run_1/m1.png
Scale bar: 50 µm.
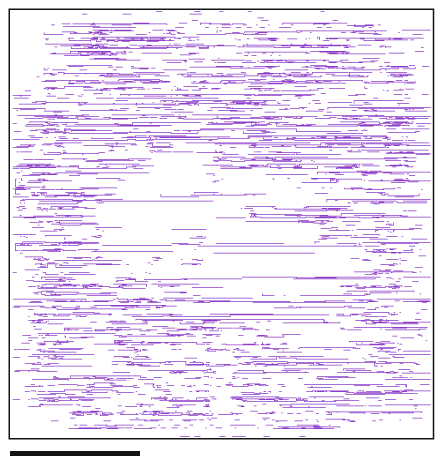
run_1/m2.png
Scale bar: 50 µm.
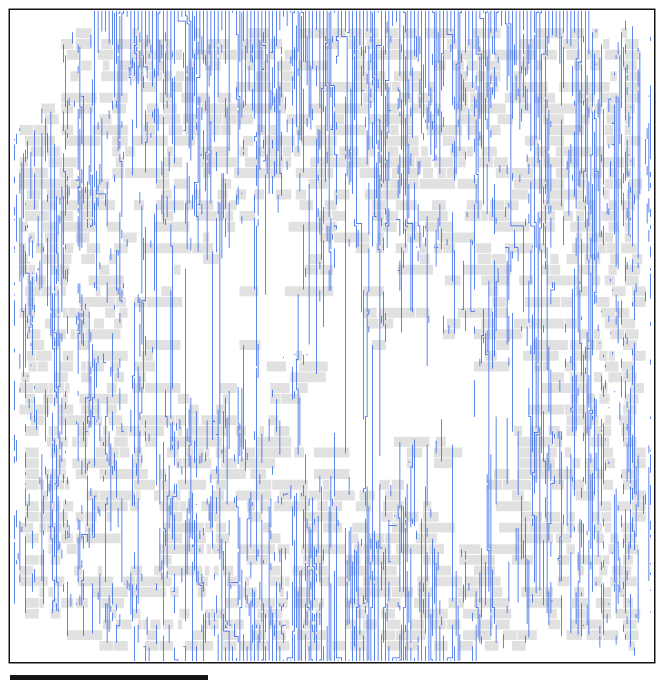
run_1/m3.png
Scale bar: 50 µm.
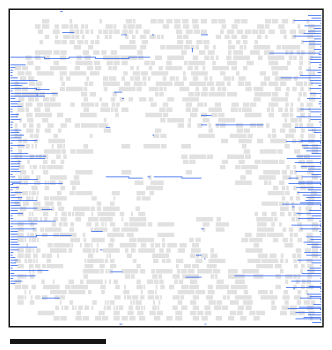
### src/rtl/mem_ctrl.sv
// mem_ctrl: arbitrates icache/dcache block requests onto main_mem, one transaction at a time; MEM_CTRL_FAIR_EN adds dcache anti-starvation.
// Latency: accept@0, main_mem req@1, cache resp@2+L, next accept@3+L; both caches see ready=0 outside IDLE.
module mem_ctrl #(
  parameter int ADDR_WIDTH       = 32,
  parameter int BLOCK_DATA_WIDTH = 64,
  parameter int STARVE_LIMIT     = 4
) (
  input  logic                        clk,
  input  logic                        rst_aL,

  input  logic                        icache_req_valid,
  input  logic [ADDR_WIDTH-4:0]       icache_req_block_addr,
  output logic                        icache_req_ready,
  output logic                        icache_resp_valid,
  output logic [BLOCK_DATA_WIDTH-1:0] icache_resp_block_data,

  input  logic                        dcache_req_valid,
  input  logic                        dcache_req_type,
  input  logic [ADDR_WIDTH-4:0]       dcache_req_block_addr,
  input  logic [BLOCK_DATA_WIDTH-1:0] dcache_req_block_data,
  output logic                        dcache_req_ready,
  output logic                        dcache_resp_valid,
  output logic [BLOCK_DATA_WIDTH-1:0] dcache_resp_block_data,

  output logic                        main_mem_req_valid,
  output logic                        main_mem_req_type,
  output logic [ADDR_WIDTH-4:0]       main_mem_req_block_addr,
  output logic [BLOCK_DATA_WIDTH-1:0] main_mem_req_block_data,
  input  logic                        main_mem_resp_valid,
  input  logic [BLOCK_DATA_WIDTH-1:0] main_mem_resp_block_data
);

  localparam logic REQ_READ  = 1'b0;
  localparam logic OWNER_I   = 1'b0;
  localparam logic OWNER_D   = 1'b1;

  typedef enum logic [1:0] {
    S_IDLE     = 2'd0,
    S_ISSUE    = 2'd1,
    S_MEM_WAIT = 2'd2,
    S_RESP     = 2'd3
  } state_t;

  state_t                        r_state;
  state_t                        w_state_nxt;
  logic                          r_owner;
  logic                          r_type;
  logic [ADDR_WIDTH-4:0]         r_addr;
  logic [BLOCK_DATA_WIDTH-1:0]   r_data;

  logic w_idle;
  logic w_grant_i;
  logic w_grant_d;
  logic w_force_d;
  logic w_mem_done;

  assign w_idle     = (r_state == S_IDLE);
  assign w_mem_done = (r_state == S_MEM_WAIT) & main_mem_resp_valid;

`ifdef MEM_CTRL_FAIR_EN
  localparam int CW = $clog2(STARVE_LIMIT + 1);
  logic [CW-1:0] r_starve_cnt;

  // Forcing only makes sense while dcache is still asking; otherwise icache would stall for nothing.
  assign w_force_d = (r_starve_cnt == CW'(STARVE_LIMIT)) & dcache_req_valid;

  always_ff @(posedge clk or negedge rst_aL) begin
    if (!rst_aL) begin
      r_starve_cnt <= '0;
    end else if (w_grant_d) begin
      r_starve_cnt <= '0;
    end else if (w_grant_i && dcache_req_valid && (r_starve_cnt != CW'(STARVE_LIMIT))) begin
      r_starve_cnt <= r_starve_cnt + CW'(1);
    end
  end
`else
  assign w_force_d = 1'b0;
`endif

  assign icache_req_ready = w_idle & ~w_force_d;
  assign dcache_req_ready = w_idle & (~icache_req_valid | w_force_d);

  assign w_grant_i = icache_req_valid & icache_req_ready;
  assign w_grant_d = dcache_req_valid & dcache_req_ready;

  always_ff @(posedge clk or negedge rst_aL) begin
    if (!rst_aL) begin
      r_state <= S_IDLE;
    end else begin
      r_state <= w_state_nxt;
    end
  end

  always_comb begin
    w_state_nxt = r_state;
    case (r_state)
      S_IDLE:     if (w_grant_i || w_grant_d) w_state_nxt = S_ISSUE;
      S_ISSUE:    w_state_nxt = S_MEM_WAIT;
      S_MEM_WAIT: if (main_mem_resp_valid) w_state_nxt = S_RESP;
      S_RESP:     w_state_nxt = S_IDLE;
      default:    w_state_nxt = S_IDLE;
    endcase
  end

  // On a write the latched block is kept and echoed back; main_mem read data is ignored.
  always_ff @(posedge clk or negedge rst_aL) begin
    if (!rst_aL) begin
      r_owner <= OWNER_I;
      r_type  <= REQ_READ;
      r_addr  <= '0;
      r_data  <= '0;
    end else if (w_grant_i) begin
      r_owner <= OWNER_I;
      r_type  <= REQ_READ;
      r_addr  <= icache_req_block_addr;
      r_data  <= '0;
    end else if (w_grant_d) begin
      r_owner <= OWNER_D;
      r_type  <= dcache_req_type;
      r_addr  <= dcache_req_block_addr;
      r_data  <= dcache_req_block_data;
    end else if (w_mem_done && (r_type == REQ_READ)) begin
      r_data  <= main_mem_resp_block_data;
    end
  end

  always_comb begin
    main_mem_req_valid      = 1'b0;
    main_mem_req_type       = REQ_READ;
    main_mem_req_block_addr = '0;
    main_mem_req_block_data = '0;
    if (r_state == S_ISSUE) begin
      main_mem_req_valid      = 1'b1;
      main_mem_req_type       = r_type;
      main_mem_req_block_addr = r_addr;
      main_mem_req_block_data = r_data;
    end
  end

  always_comb begin
    icache_resp_valid      = 1'b0;
    icache_resp_block_data = '0;
    dcache_resp_valid      = 1'b0;
    dcache_resp_block_data = '0;
    if (r_state == S_RESP) begin
      if (r_owner == OWNER_D) begin
        dcache_resp_valid      = 1'b1;
        dcache_resp_block_data = r_data;
      end else begin
        icache_resp_valid      = 1'b1;
        icache_resp_block_data = r_data;
      end
    end
  end

endmodule

### config.mk
export PLATFORM = sky130hd
export DESIGN_NAME = mem_ctrl
export DESIGN_NICKNAME = d
export VERILOG_FILES = /design/src/rtl/mem_ctrl.sv
export SDC_FILE = /design/constraint.sdc
export NUM_CORES = 1
export LEC_CHECK = 0
export CORE_AREA = 2 2 161 163
export CTS_BUF_LIST = sky130_fd_sc_hd__clkbuf_2
export DETAILED_ROUTE_END_ITERATION = 8
export DIE_AREA = 0 0 163 165
export GPL_TIMING_DRIVEN = 0
export PLACE_DENSITY = 0.58
export SETUP_SLACK_MARGIN = 0.2
export SYNTH_ARGS = -nofsm -noshare
export SYNTH_HDL_FRONTEND = slang
export SYNTH_SLANG_ARGS = --single-unit
### constraint.sdc
create_clock -name clk -period 2.08 [get_ports clk]
set_input_delay 0.416 -clock clk [delete_from_list [all_inputs] [get_ports clk]]
set_output_delay 0.416 -clock clk [all_outputs]
set_load 0.02 [all_outputs]
==> impl_metrics.yaml, run 1 <==
# generated from flow reports
status:
  status: "finished, violations left"
  violations: "setup timing"
placed_design:
  post-place-ws_ns: -0.940
  place_inst: 1404
  gp_congestion: 0.788
synth:
  top_logic_kind: "simple AND/OR/NAND/NOR gates"
  floorplan.nets: 853
  ys_seq_frac: 0.376
  yosysWarnings: 0
  ys_sh_xor: 0
  ys_seq_elements: 97
  yosys_area_um2: 6460
  yosysTopAreaCellShare: 0.376
final_layout:
  nNetsFinal: 1312
  largest_class: "buffers"
  finalInstanceArea_um2: 11700
  reg_top3: "r_data: 64 flops, r_addr: 29 flops, r_state: 2 flops"
  post-route-util: 0.465
  flop_area_um2: 2430
  clock_cell_area_share: 0.00902
  top_register: "r_data"
worst_setup_path:
  reg2reg_to: "r_data[46]"
  max_stage_delay_ns: 0.49
  slowest_stage: "dfrtp_1"
cts:
  post_cts_buffers: 6
timing:
  finalCriticalPeriod_ns: 2.55
  slew-limit-headroom: 0.544
  setup_slack_ns: -0.465
  rsz0062_at_grt: "yes"
  finalSetupViolations: 233
job:
  tool_warnings: 32
drt:
  vias_per_cell: 4.61
global_route:
  track_usage: 0.210
  grt.met3_usage: 0.0389
  grt_overflow: 0
power_and_ir_drop:
  peakVddDrop_mv: 0.467
  power-top-group: "combinational cells"
  sw_frac_of_total: 0.445
  p_leak_uw: 0.00599
  power_switching_uw: 5930
floorplan:
  fp_util: 0.258
  core-area_um2: 25000
min_path:
  min_path_cells: 3
About m1.png:
longest straight run: 72.7 µm
wire length on this layer: 12700 µm
main direction: horizontal
share of all routed wire: 42%
nets with wire on the layer: 1127
met1 Track Usage GR: 0.266
via count: 6714

About m2.png:
longest straight run: 71.1 µm
main direction: vertical
nets with wire on the layer: 1120
share of all routed wire: 51%
wire length on this layer: 15300 µm
WL final: 30.1 mm
met2 Resource Use GR: 0.367

About m3.png:
longest straight run: 45.1 µm
main direction: horizontal
share of all routed wire: 5.5%

==> run 2, diff against run 1 <==
- CTS_BUF_LIST: sky130_fd_sc_hd__clkbuf_2 -> sky130_fd_sc_hd__clkbuf_4 sky130_fd_sc_hd__clkbuf_8 sky130_fd_sc_hd__clkbuf_16
- REMOVE_ABC_BUFFERS: unset -> 1
run_2/m1.png
Scale bar: 50 µm.
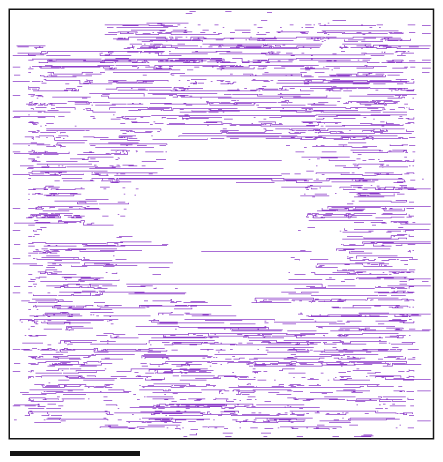
nets with wire on the layer: 1086
main direction: horizontal
wire length on this layer: 13500 µm
share of all routed wire: 41%
longest straight run: 75.4 µm
met1 Track Usage GR: 0.263
WL final: 32.6 mm
via count: 6734

==> run 2 against run 1 <==
  * Combinational power up about 10%
  * Global-route usage up 0.58 points
  * Critical path depth up 1
  * Synthesized area unchanged
  * Final cell count down 0.76%
  * Fmax up 10%
  * Largest cell class unchanged
  * The flow still finishes with violations (setup timing)
==> impl_metrics.yaml, run 2 <==
# generated from flow reports
synth:
  ys_seq_frac: 0.376
  ys_seq_elements: 97
  ys_sh_xor: 0
  common_cells: "and2_1 (159), dfrtp_1 (97), and3_1 (64), mux2i_1 (64), nand2_1 (59)"
  yosys_area_um2: 6460
  top_logic_kind: "simple AND/OR/NAND/NOR gates"
  yosysTopAreaCellShare: 0.376
  ys_sh_mux: 0.101
  yosysWarnings: 0
  async_flop_share: 1.00
timing:
  tightest_slew_ns: 0.723
  slew-limit-headroom: 0.518
  clock-skew-final_ns: 0.0112
  rsz0062_at_grt: "yes"
  hold_slack_ns: 0.100
  finalSetupViolations: 251
  setup_slack_ns: -0.227
  finalCriticalPeriod_ns: 2.31
global_route:
  track_usage: 0.216
  grt_util_met2: 0.374
  grt_overflow: 0
  grt.met3_usage: 0.0542
final_layout:
  largest_class: "buffers"
  finalInstanceArea_um2: 12200
  top_register: "r_data"
  logic_gates: 493
  nNetsFinal: 1303
  post-route-util: 0.489
  flop_area_um2: 2430
  reg_top3: "r_data: 64 flops, r_addr: 29 flops, r_state: 2 flops"
  clock_cell_area_share: 0.0225
placed_design:
  gp_congestion: 0.788
  place_inst: 1345
  dp_hpwl_mm: 19.3
  post-place-ws_ns: -2.14
  place_area_um2: 10900
drt:
  drc: 0
  wl_met3_mm: 2.29
  vias_per_cell: 4.66
  wl_met2_mm: 16.2
  wl_per_cell_um: 22.5
power_and_ir_drop:
  comb_power_uw: 9790
  power_switching_uw: 6440
  power-top-group: "combinational cells"
  intPower_uw: 8560
  seqPwrFrac: 0.240
  p_leak_uw: 0.00620
  pg_seq_uw: 3600
  peakVddDrop_mv: 0.472
  pwr-share-clk: 0.108
  sw_frac_of_total: 0.429
  combPwrFrac: 0.652
worst_setup_path:
  max_stage_delay_ns: 0.43
  reg2reg_to: "r_data[28]"
  rrSetupSlack_ns: -0.16
  cp-end-kind: "output pin"
  cpLargestDelayFamily: "buffers and inverters"
  r2r-start: "r_state[0]"
  slowest_stage: "dfrtp_1"
status:
  violations: "setup timing"
  status: "finished, violations left"
cts:
  holdBufCountCts: 0
  clk_pin_slew_ns: 0.08
  post_cts_buffers: 33
  cts_root_buf: "clkbuf_16"
floorplan:
  die_area_um2: 26900
  core-area_um2: 25000
  fp_util: 0.258
  ios: 419
job:
  tool_warnings: 30
run_2/m4.png
Scale bar: 50 µm.
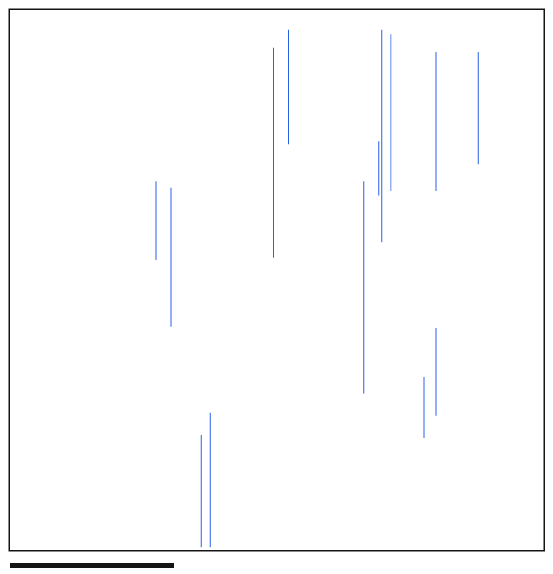
share of all routed wire: 1.7%
wire length on this layer: 554 µm
main direction: vertical
longest straight run: 64.6 µm

==> run 3, diff against run 2 <==
- SLEW_MARGIN: unset -> 20
run_3/congestion_map.png
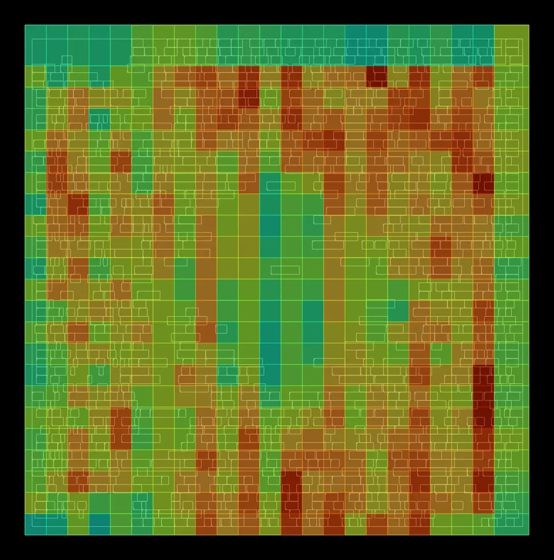
Util after Layout: 0.556
total global-route track usage: 0.215
GRT Max-Usage Layer: met2

==> run 3 against run 2 <==
  * The run still ends with setup timing left
  * Critical endpoint is now icache_resp_block_data[3]
  * Flip-flop count is the same
  * Worst hold slack lost 0.095 ns
  * Global-route usage is essentially flat
  * Design area grew 14%
  * Largest cell class unchanged
  * Utilization grew 6.7 points
  * Wire length grew 9.7%
  * Critical path depth grew 1
  * Synthesized area is the same
==> impl_metrics.yaml, run 3 <==
# generated from flow reports
power_and_ir_drop:
  sw_frac_of_total: 0.408
  p_leak_uw: 0.00669
  intPower_uw: 10900
  power_switching_uw: 7500
  seqPwrFrac: 0.202
  pg_seq_uw: 3710
  peakVddDrop_mv: 0.688
  comb_power_uw: 12800
  combPwrFrac: 0.694
  power-top-group: "combinational cells"
timing:
  rsz0062_at_grt: "yes"
  slew-limit-headroom: 0.495
  finalSetupViolations: 175
  setup_slack_ns: -0.213
floorplan:
  die_area_um2: 26900
  ios: 419
  fp_util: 0.258
worst_setup_path:
  r2r-start: "r_state[1]"
  cp-end-kind: "output pin"
  max_stage_delay_ns: 0.45
  cpLargestDelayFamily: "buffers and inverters"
  rrSetupSlack_ns: 0.06
  reg2reg_to: "r_data[31]"
  slowest_stage: "dfrtp_2"
synth:
  async_flop_share: 1.00
  yosys_area_um2: 6460
  ys_seq_elements: 97
  top_logic_kind: "simple AND/OR/NAND/NOR gates"
  ys_sh_mux: 0.101
  common_cells: "and2_1 (159), dfrtp_1 (97), and3_1 (64), mux2i_1 (64), nand2_1 (59)"
  ys_sh_xor: 0
  yosysTopAreaCellShare: 0.376
  ys_seq_frac: 0.376
drt:
  vias: 7025
  wl_per_cell_um: 24.1
  drc: 0
  wl_met2_mm: 18.3
  wl_met3_mm: 2.45
  vias_per_cell: 4.74
status:
  violations: "setup timing"
  status: "finished, violations left"
placed_design:
  place_area_um2: 11000
  place_inst: 1350
  dp_hpwl_mm: 19.4
  post-place-ws_ns: -0.988
final_layout:
  top_register: "r_data"
  reg_top3: "r_data: 64 flops, r_addr: 29 flops, r_state: 2 flops"
  nNetsFinal: 1343
  logic_gates: 489
  flop_area_um2: 2430
global_route:
  grt_util_met2: 0.383
  grt_use_met1: 0.259
  grt_overflow: 0
  grt.met3_usage: 0.0522
job:
  tool_warnings: 30
cts:
  clk_pin_slew_ns: 0.08
  post_cts_buffers: 35
run_3/m1.png
Scale bar: 50 µm.
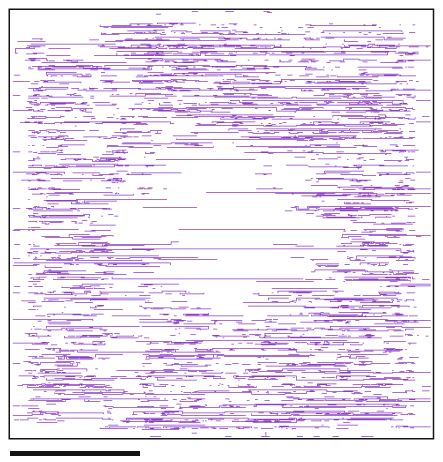
share of all routed wire: 40%
longest straight run: 104 µm
nets with wire on the layer: 1127
wire length on this layer: 14200 µm
main direction: horizontal

No activity file was given, so power comes from the tool's default toggle rates.
